==> src/rtl/dmem_lsu_pkg.sv <==
// Shared encodings for the data-memory load/store sequencer.
// Covers access sizes, FSM states and the default response watchdog limit.
package dmem_lsu_pkg;

    localparam logic [1:0] SIZE_B = 2'b00;
    localparam logic [1:0] SIZE_H = 2'b01;
    localparam logic [1:0] SIZE_W = 2'b10;

    localparam int unsigned DEF_RVALID_TIMEOUT = 255;

    typedef enum logic [1:0] {
        ST_IDLE        = 2'b00,
        ST_REQ         = 2'b01,
        ST_WAIT_RVALID = 2'b10,
        ST_MISAL       = 2'b11
    } lsu_state_e;

    // Reserved size 2'b11 falls into the word rule.
    function automatic logic is_misaligned(input logic [1:0] size, input logic [1:0] addr_lo);
        logic mis;
        case (size)
            SIZE_B:  mis = 1'b0;
            SIZE_H:  mis = addr_lo[0];
            default: mis = (addr_lo != 2'b00);
        endcase
        return mis;
    endfunction

endpackage

==> src/rtl/dmem_lsu_ctrl_if.sv <==
// Core-side request/response signals and OBI-style data bus signals of the LSU.
// Modport master is the sequencer's view; slave is the core + memory view.
interface dmem_lsu_ctrl_if;

    logic        i_lsu_req;
    logic        i_lsu_we;
    logic [1:0]  i_lsu_size;
    logic        i_lsu_unsigned;
    logic [31:0] i_lsu_addr;
    logic [31:0] i_lsu_wdata;
    logic        o_lsu_busy;
    logic        o_lsu_done;
    logic [31:0] o_lsu_rdata;
    logic        o_lsu_err;
    logic        o_lsu_misaligned;

    logic        data_req_o;
    logic        data_we_o;
    logic [3:0]  data_be_o;
    logic [31:0] data_addr_o;
    logic [31:0] data_wdata_o;
    logic        data_gnt_i;
    logic        data_rvalid_i;
    logic [31:0] data_rdata_i;
    logic        data_err_i;

    modport master (
        input  i_lsu_req, i_lsu_we, i_lsu_size, i_lsu_unsigned, i_lsu_addr, i_lsu_wdata,
        output o_lsu_busy, o_lsu_done, o_lsu_rdata, o_lsu_err, o_lsu_misaligned,
        output data_req_o, data_we_o, data_be_o, data_addr_o, data_wdata_o,
        input  data_gnt_i, data_rvalid_i, data_rdata_i, data_err_i
    );

    modport slave (
        output i_lsu_req, i_lsu_we, i_lsu_size, i_lsu_unsigned, i_lsu_addr, i_lsu_wdata,
        input  o_lsu_busy, o_lsu_done, o_lsu_rdata, o_lsu_err, o_lsu_misaligned,
        input  data_req_o, data_we_o, data_be_o, data_addr_o, data_wdata_o,
        output data_gnt_i, data_rvalid_i, data_rdata_i, data_err_i
    );

endinterface

==> src/rtl/dmem_lsu_align.sv <==
// Combinational lane logic: byte enables and store-data replication,
// plus load-data right shift with sign/zero extension.
module dmem_lsu_align
    import dmem_lsu_pkg::*;
(
    input  logic [1:0]  size,
    input  logic [1:0]  addr_lo,
    input  logic        is_unsigned,
    input  logic [31:0] wdata,
    input  logic [31:0] rdata_raw,
    output logic [3:0]  be,
    output logic [31:0] wdata_rep,
    output logic [31:0] rdata_ext
);

    logic [31:0] rdata_shifted;

    assign rdata_shifted = rdata_raw >> {addr_lo, 3'b000};

    // Word and the reserved size keep the defaults: all lanes, no shift or extension.
    always_comb begin
        be        = 4'b1111;
        wdata_rep = wdata;
        rdata_ext = rdata_raw;
        case (size)
            SIZE_B: begin
                be        = 4'b0001 << addr_lo;
                wdata_rep = {4{wdata[7:0]}};
                rdata_ext = {{24{~is_unsigned & rdata_shifted[7]}}, rdata_shifted[7:0]};
            end
            SIZE_H: begin
                be        = 4'b0011 << {addr_lo[1], 1'b0};
                wdata_rep = {2{wdata[15:0]}};
                rdata_ext = {{16{~is_unsigned & rdata_shifted[15]}}, rdata_shifted[15:0]};
            end
            default: ;
        endcase
    end

endmodule

==> src/rtl/dmem_lsu_ctrl.sv <==
// Load/store sequencer: latches one core access, runs req/gnt/rvalid on the data
// bus with a response watchdog, and returns a registered one-cycle completion.
module dmem_lsu_ctrl
    import dmem_lsu_pkg::*;
#(
    parameter int unsigned RVALID_TIMEOUT = DEF_RVALID_TIMEOUT
) (
    input  logic            clk_i,
    input  logic            rst_i,
    dmem_lsu_ctrl_if.master bus
);

    localparam int unsigned     CNT_W     = $clog2(RVALID_TIMEOUT + 1);
    localparam logic [CNT_W-1:0] CNT_LIMIT = CNT_W'(RVALID_TIMEOUT);

    lsu_state_e       state_q, state_d;
    logic [CNT_W-1:0] cnt_q, cnt_d, cnt_inc;
    logic             latch_en;
    logic             we_q, uns_q;
    logic [1:0]       size_q;
    logic [31:0]      addr_q, wdata_q;
    logic             done_q, done_d, err_q, err_d, mis_q, mis_d;
    logic [31:0]      rdata_q, rdata_d;
    logic [3:0]       be;
    logic [31:0]      wdata_rep, rdata_ext;
    logic             in_req;

    dmem_lsu_align u_align (
        .size        (size_q),
        .addr_lo     (addr_q[1:0]),
        .is_unsigned (uns_q),
        .wdata       (wdata_q),
        .rdata_raw   (bus.data_rdata_i),
        .be          (be),
        .wdata_rep   (wdata_rep),
        .rdata_ext   (rdata_ext)
    );

    assign cnt_inc = cnt_q + CNT_W'(1);

    always_comb begin
        state_d  = state_q;
        cnt_d    = cnt_q;
        latch_en = 1'b0;
        done_d   = 1'b0;
        err_d    = 1'b0;
        mis_d    = 1'b0;
        rdata_d  = '0;
        case (state_q)
            ST_IDLE: begin
                if (bus.i_lsu_req) begin
                    latch_en = 1'b1;
                    state_d  = is_misaligned(bus.i_lsu_size, bus.i_lsu_addr[1:0]) ? ST_MISAL : ST_REQ;
                end
            end
            ST_REQ: begin
                if (bus.data_gnt_i) begin
                    state_d = ST_WAIT_RVALID;
                    cnt_d   = '0;
                end
            end
            ST_WAIT_RVALID: begin
                cnt_d = cnt_inc;
                // A response landing on the watchdog limit cycle still counts as a response.
                if (bus.data_rvalid_i) begin
                    state_d = ST_IDLE;
                    done_d  = 1'b1;
                    err_d   = bus.data_err_i;
                    rdata_d = (we_q || bus.data_err_i) ? '0 : rdata_ext;
                end else if (cnt_inc == CNT_LIMIT) begin
                    state_d = ST_IDLE;
                    done_d  = 1'b1;
                    err_d   = 1'b1;
                end
            end
            ST_MISAL: begin
                state_d = ST_IDLE;
                done_d  = 1'b1;
                mis_d   = 1'b1;
            end
            default: state_d = ST_IDLE;
        endcase
    end

    always_ff @(posedge clk_i or posedge rst_i) begin
        if (rst_i) begin
            state_q <= ST_IDLE;
            cnt_q   <= '0;
            done_q  <= 1'b0;
            err_q   <= 1'b0;
            mis_q   <= 1'b0;
            rdata_q <= '0;
        end else begin
            state_q <= state_d;
            cnt_q   <= cnt_d;
            done_q  <= done_d;
            err_q   <= err_d;
            mis_q   <= mis_d;
            rdata_q <= rdata_d;
        end
    end

    always_ff @(posedge clk_i or posedge rst_i) begin
        if (rst_i) begin
            we_q    <= 1'b0;
            uns_q   <= 1'b0;
            size_q  <= 2'b00;
            addr_q  <= '0;
            wdata_q <= '0;
        end else if (latch_en) begin
            we_q    <= bus.i_lsu_we;
            uns_q   <= bus.i_lsu_unsigned;
            size_q  <= bus.i_lsu_size;
            addr_q  <= bus.i_lsu_addr;
            wdata_q <= bus.i_lsu_wdata;
        end
    end

    // Bus attributes are only driven while requesting, so reset and idle show all zeros.
    assign in_req           = (state_q == ST_REQ);
    assign bus.data_req_o   = in_req;
    assign bus.data_we_o    = in_req & we_q;
    assign bus.data_be_o    = in_req ? be : 4'b0000;
    assign bus.data_addr_o  = in_req ? {addr_q[31:2], 2'b00} : 32'h0;
    assign bus.data_wdata_o = in_req ? wdata_rep : 32'h0;

    assign bus.o_lsu_busy       = (state_q != ST_IDLE);
    assign bus.o_lsu_done       = done_q;
    assign bus.o_lsu_err        = err_q;
    assign bus.o_lsu_misaligned = mis_q;
    assign bus.o_lsu_rdata      = rdata_q;

endmodule

==> src/flat_wrapper.sv <==
// flat-port wrapper written by rule: the top's interface ports become plain ports
module dmem_lsu_ctrl_flat import dmem_lsu_pkg::*;
#(
    parameter int unsigned RVALID_TIMEOUT = DEF_RVALID_TIMEOUT
)
  (clk_i, rst_i, bus_i_lsu_req, bus_i_lsu_we, bus_i_lsu_size, bus_i_lsu_unsigned, bus_i_lsu_addr, bus_i_lsu_wdata, bus_o_lsu_busy, bus_o_lsu_done, bus_o_lsu_rdata, bus_o_lsu_err, bus_o_lsu_misaligned, bus_data_req_o, bus_data_we_o, bus_data_be_o, bus_data_addr_o, bus_data_wdata_o, bus_data_gnt_i, bus_data_rvalid_i, bus_data_rdata_i, bus_data_err_i);
  dmem_lsu_ctrl_if bus_i ();
  input  logic clk_i;
  input  logic rst_i;
  input wire logic [$bits(bus_i.i_lsu_req)-1:0] bus_i_lsu_req;
  input wire logic [$bits(bus_i.i_lsu_we)-1:0] bus_i_lsu_we;
  input wire logic [$bits(bus_i.i_lsu_size)-1:0] bus_i_lsu_size;
  input wire logic [$bits(bus_i.i_lsu_unsigned)-1:0] bus_i_lsu_unsigned;
  input wire logic [$bits(bus_i.i_lsu_addr)-1:0] bus_i_lsu_addr;
  input wire logic [$bits(bus_i.i_lsu_wdata)-1:0] bus_i_lsu_wdata;
  output wire logic [$bits(bus_i.o_lsu_busy)-1:0] bus_o_lsu_busy;
  output wire logic [$bits(bus_i.o_lsu_done)-1:0] bus_o_lsu_done;
  output wire logic [$bits(bus_i.o_lsu_rdata)-1:0] bus_o_lsu_rdata;
  output wire logic [$bits(bus_i.o_lsu_err)-1:0] bus_o_lsu_err;
  output wire logic [$bits(bus_i.o_lsu_misaligned)-1:0] bus_o_lsu_misaligned;
  output wire logic [$bits(bus_i.data_req_o)-1:0] bus_data_req_o;
  output wire logic [$bits(bus_i.data_we_o)-1:0] bus_data_we_o;
  output wire logic [$bits(bus_i.data_be_o)-1:0] bus_data_be_o;
  output wire logic [$bits(bus_i.data_addr_o)-1:0] bus_data_addr_o;
  output wire logic [$bits(bus_i.data_wdata_o)-1:0] bus_data_wdata_o;
  input wire logic [$bits(bus_i.data_gnt_i)-1:0] bus_data_gnt_i;
  input wire logic [$bits(bus_i.data_rvalid_i)-1:0] bus_data_rvalid_i;
  input wire logic [$bits(bus_i.data_rdata_i)-1:0] bus_data_rdata_i;
  input wire logic [$bits(bus_i.data_err_i)-1:0] bus_data_err_i;
  assign bus_i.i_lsu_req = bus_i_lsu_req;
  assign bus_i.i_lsu_we = bus_i_lsu_we;
  assign bus_i.i_lsu_size = bus_i_lsu_size;
  assign bus_i.i_lsu_unsigned = bus_i_lsu_unsigned;
  assign bus_i.i_lsu_addr = bus_i_lsu_addr;
  assign bus_i.i_lsu_wdata = bus_i_lsu_wdata;
  assign bus_o_lsu_busy = bus_i.o_lsu_busy;
  assign bus_o_lsu_done = bus_i.o_lsu_done;
  assign bus_o_lsu_rdata = bus_i.o_lsu_rdata;
  assign bus_o_lsu_err = bus_i.o_lsu_err;
  assign bus_o_lsu_misaligned = bus_i.o_lsu_misaligned;
  assign bus_data_req_o = bus_i.data_req_o;
  assign bus_data_we_o = bus_i.data_we_o;
  assign bus_data_be_o = bus_i.data_be_o;
  assign bus_data_addr_o = bus_i.data_addr_o;
  assign bus_data_wdata_o = bus_i.data_wdata_o;
  assign bus_i.data_gnt_i = bus_data_gnt_i;
  assign bus_i.data_rvalid_i = bus_data_rvalid_i;
  assign bus_i.data_rdata_i = bus_data_rdata_i;
  assign bus_i.data_err_i = bus_data_err_i;
  dmem_lsu_ctrl #(.RVALID_TIMEOUT(RVALID_TIMEOUT)) u_core (.clk_i(clk_i), .rst_i(rst_i), .bus(bus_i));
endmodule
==> config.mk <==
export PLATFORM = sky130hd
export DESIGN_NAME = dmem_lsu_ctrl_flat
export DESIGN_NICKNAME = d
export VERILOG_FILES = /design/src/rtl/dmem_lsu_pkg.sv /design/src/rtl/dmem_lsu_ctrl_if.sv /design/src/rtl/dmem_lsu_align.sv /design/src/rtl/dmem_lsu_ctrl.sv /design/src/flat_wrapper.sv
export SDC_FILE = /design/constraint.sdc
export NUM_CORES = 1
export LEC_CHECK = 0
export CAP_MARGIN = 25
export CORE_UTILIZATION = 44
export DETAILED_ROUTE_END_ITERATION = 16
export MAX_ROUTING_LAYER = met4
export PLACE_DENSITY = 0.77
export SLEW_MARGIN = 0
export SYNTH_ARGS = -nofsm -noshare
export SYNTH_HDL_FRONTEND = slang
export SYNTH_SLANG_ARGS = --single-unit
export TNS_END_PERCENT = 5
==> constraint.sdc <==
create_clock -name clk_i -period 4.58 [get_ports clk_i]
set_clock_uncertainty 0.15 [all_clocks]
set_input_delay 0.916 -clock clk_i [delete_from_list [all_inputs] [get_ports clk_i]]
set_output_delay 0.916 -clock clk_i [all_outputs]
set_load 0.005 [all_outputs]
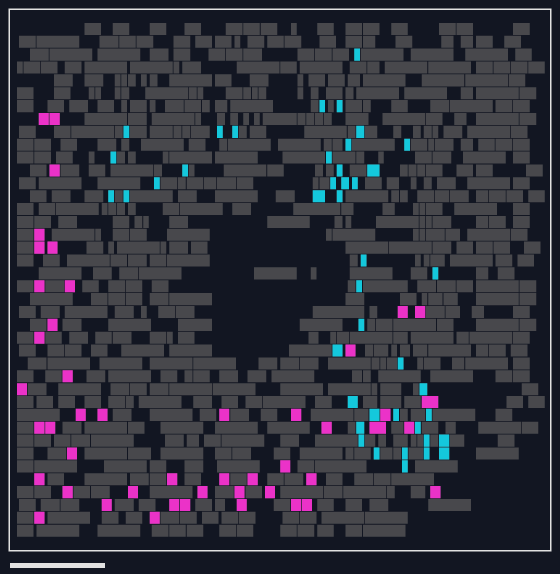
*Selected gate families*
Bar = 20 microns.
[magenta] AND and OR gates | cells: 47 | most used: and2_1
[cyan] NAND gates | cells: 43 | most used: nand2_1

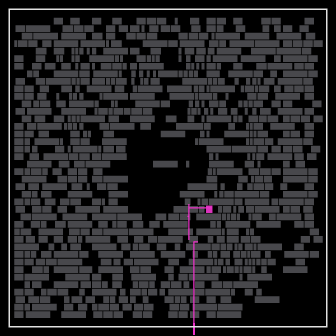
*Wires at chosen ports, followed through buffers*
[magenta] bus_o_lsu_busy | direction: output | edge: bottom | end cells: 1 | buffers: 1 | wire: 53.1 microns

==> out/metrics.csv <==
stage;metric;value;unit
status;outcome;finished, final reports clean;
floorplanning;die_x;114;microns
setup_path;startpoint_type;flop;
global_routing;overflow;0;
global_routing;grt_start_max_net_pins;66;
floorplanning;fp-utilization;45.5;%
yosys;yosys_warnings;0;
clocking;clk_latency;0.40;ns
timing;fin_tns_setup;0;ns
pwr;peakVddDrop;0.301;mV
yosys;yosysChipArea;0.00554;sq mm
timing;setup_slack;0.647;ns
hold_path;min_path_cells;1;
clocking;root_buffer;clkbuf_16;
routing;post_drt_wl_per_cell;17.7;microns
setup_path;cp.depth;5;
yosys;yosysMostFrequentCell;dfrtp_1;
setup_path;rr_worst_depth;4;
setup_path;reg2reg_to;u_core.bus.o_lsu_rdata[24];
floorplanning;row_count;40;
setup_path;required;3.51;ns
routing;wl;15.6;mm
setup_path;slowest_delay;0.71;ns
setup_path;crit_path_start;u_core.state_q[0];
yosys;synthTopCellsByCount;dfrtp_1, mux2_2, nor2_1, and2_1, a21oi_1;
routing;firstDrtPassIters;6;
routing;drc;0;
global_routing;grtUsageTotal;26.1;%
timing;max_freq;0.254;GHz
yosys;yosysUniqueCellTypes;47;
timing;rsz0062_at_grt;false;
yosys;synth_seq_share;51.1;%
placed_design;gp_congestion;0.882;
yosys;synthArstFlopShare;100;%
global_routing;antenna_found_initial;0;
setup_path;critPathBufInv;3;
setup_path;cp_max_fo;40;
pwr;power.density;605;mW/mm^2
clocking;postCtsSetupBuffers;0;
pwr;finalPower;5.04;mW
finish;area_growth;50.2;%
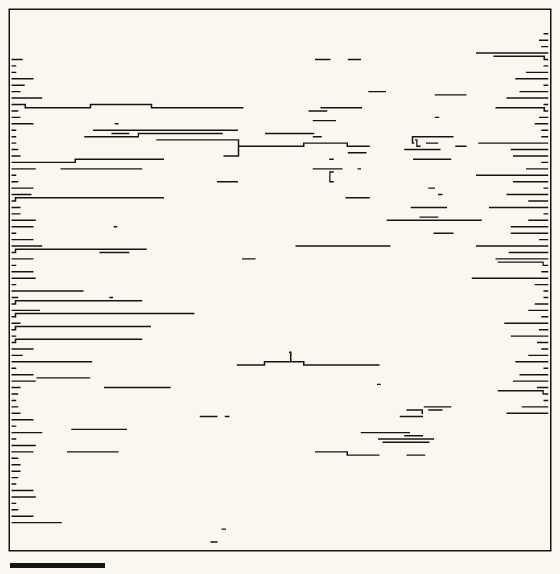
*Metal 3*
Bar = 20 microns.
share of all routed wire: 8.0%
wire length on this layer: 1,250 microns
main direction: horizontal

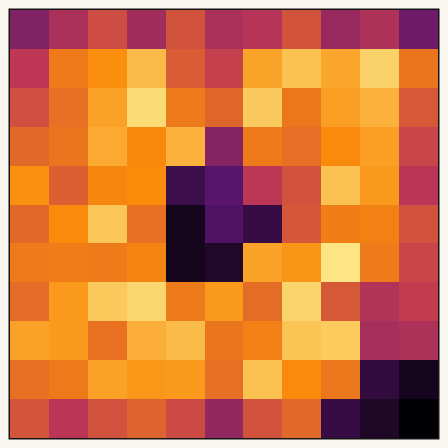
*Local utilization*
11 x 11 tiles, from black (low) to pale yellow (high), 0 to 100% covered.
mean over tiles: 62%
tiles over 75% full: 31%
fullest tile: 94%
nearly empty tiles: 0.80%
Core Util, Final: 68.4%
CORE AREA: 0.0122 sq mm

-- cells by family after synthesis --
group | share of synthesized area [%]
AOI/OAI and AO/OA | 13.6
xor gates and xnor gates | 0.475
adders and majority gates | 0.452
buffers and inverters | 3.64
DFF | 51.1
muxes | 17.9
other | 0.0677
and+or+nand+nor | 12.7
-- flip-flops by register name, summed over array words and instances (netlist names) --
signal	flops
u_core.bus.o_lsu_misaligned	1
u_core.cnt_q	8
u_core.bus.o_lsu_done	1
u_core.we_q	1
u_core.size_q	2
u_core.bus.o_lsu_rdata	32
u_core.state_q	2
u_core.wdata_q	32
u_core.addr_q	32
u_core.bus.o_lsu_err	1
u_core.uns_q	1
-- metal layers --
metal,part of all wire [%],track usage (%),vias to the layer above
met5,0,-,-
met1,41,31.4,2332
li1,-,-,2174
met3,8.0,7.31,28
met2,49,42.2,234
met4,1.8,9.00,0
-- area by class of cell --
| class | count | area [sq um] |
|---|---|---|
| multi-input cells | 349 | 2520 |
| clock buffers | 21 | 470 |
| well taps | 168 | 210 |
| repair buffers | 213 | 2150 |
| flip-flops and latches | 113 | 2830 |
| clock inverters | 10 | 110 |
| inverters | 8 | 32.5 |
| fillers | 910 | 3840 |
-- worst register-to-register path: stages (launching register included) --
cell and delay (ns):
dfrtp_1 0.54, nor2b_1 0.67, nand3_1 0.72, a2111oi_4 1.13, a21o_1 0.16
-- report_power, final --
part           leakage [nW]  internal, mW  switching, mW
Sequential             1.42          1.35          0.423
Clock                 0.277         0.835          0.450
Combinational          1.87          1.17          0.802
-- through the flow --
step	hold slack (ns)	std cells	cell area, sq um
floorplan	0.322	508	5540
global placement	0.334	851	7740
detailed placement	0.342	851	7740
CTS	0.354	882	8320
global route	0.373	882	8320
finish	0.353	882	8320
Power is estimated from default activity; no workload was simulated.
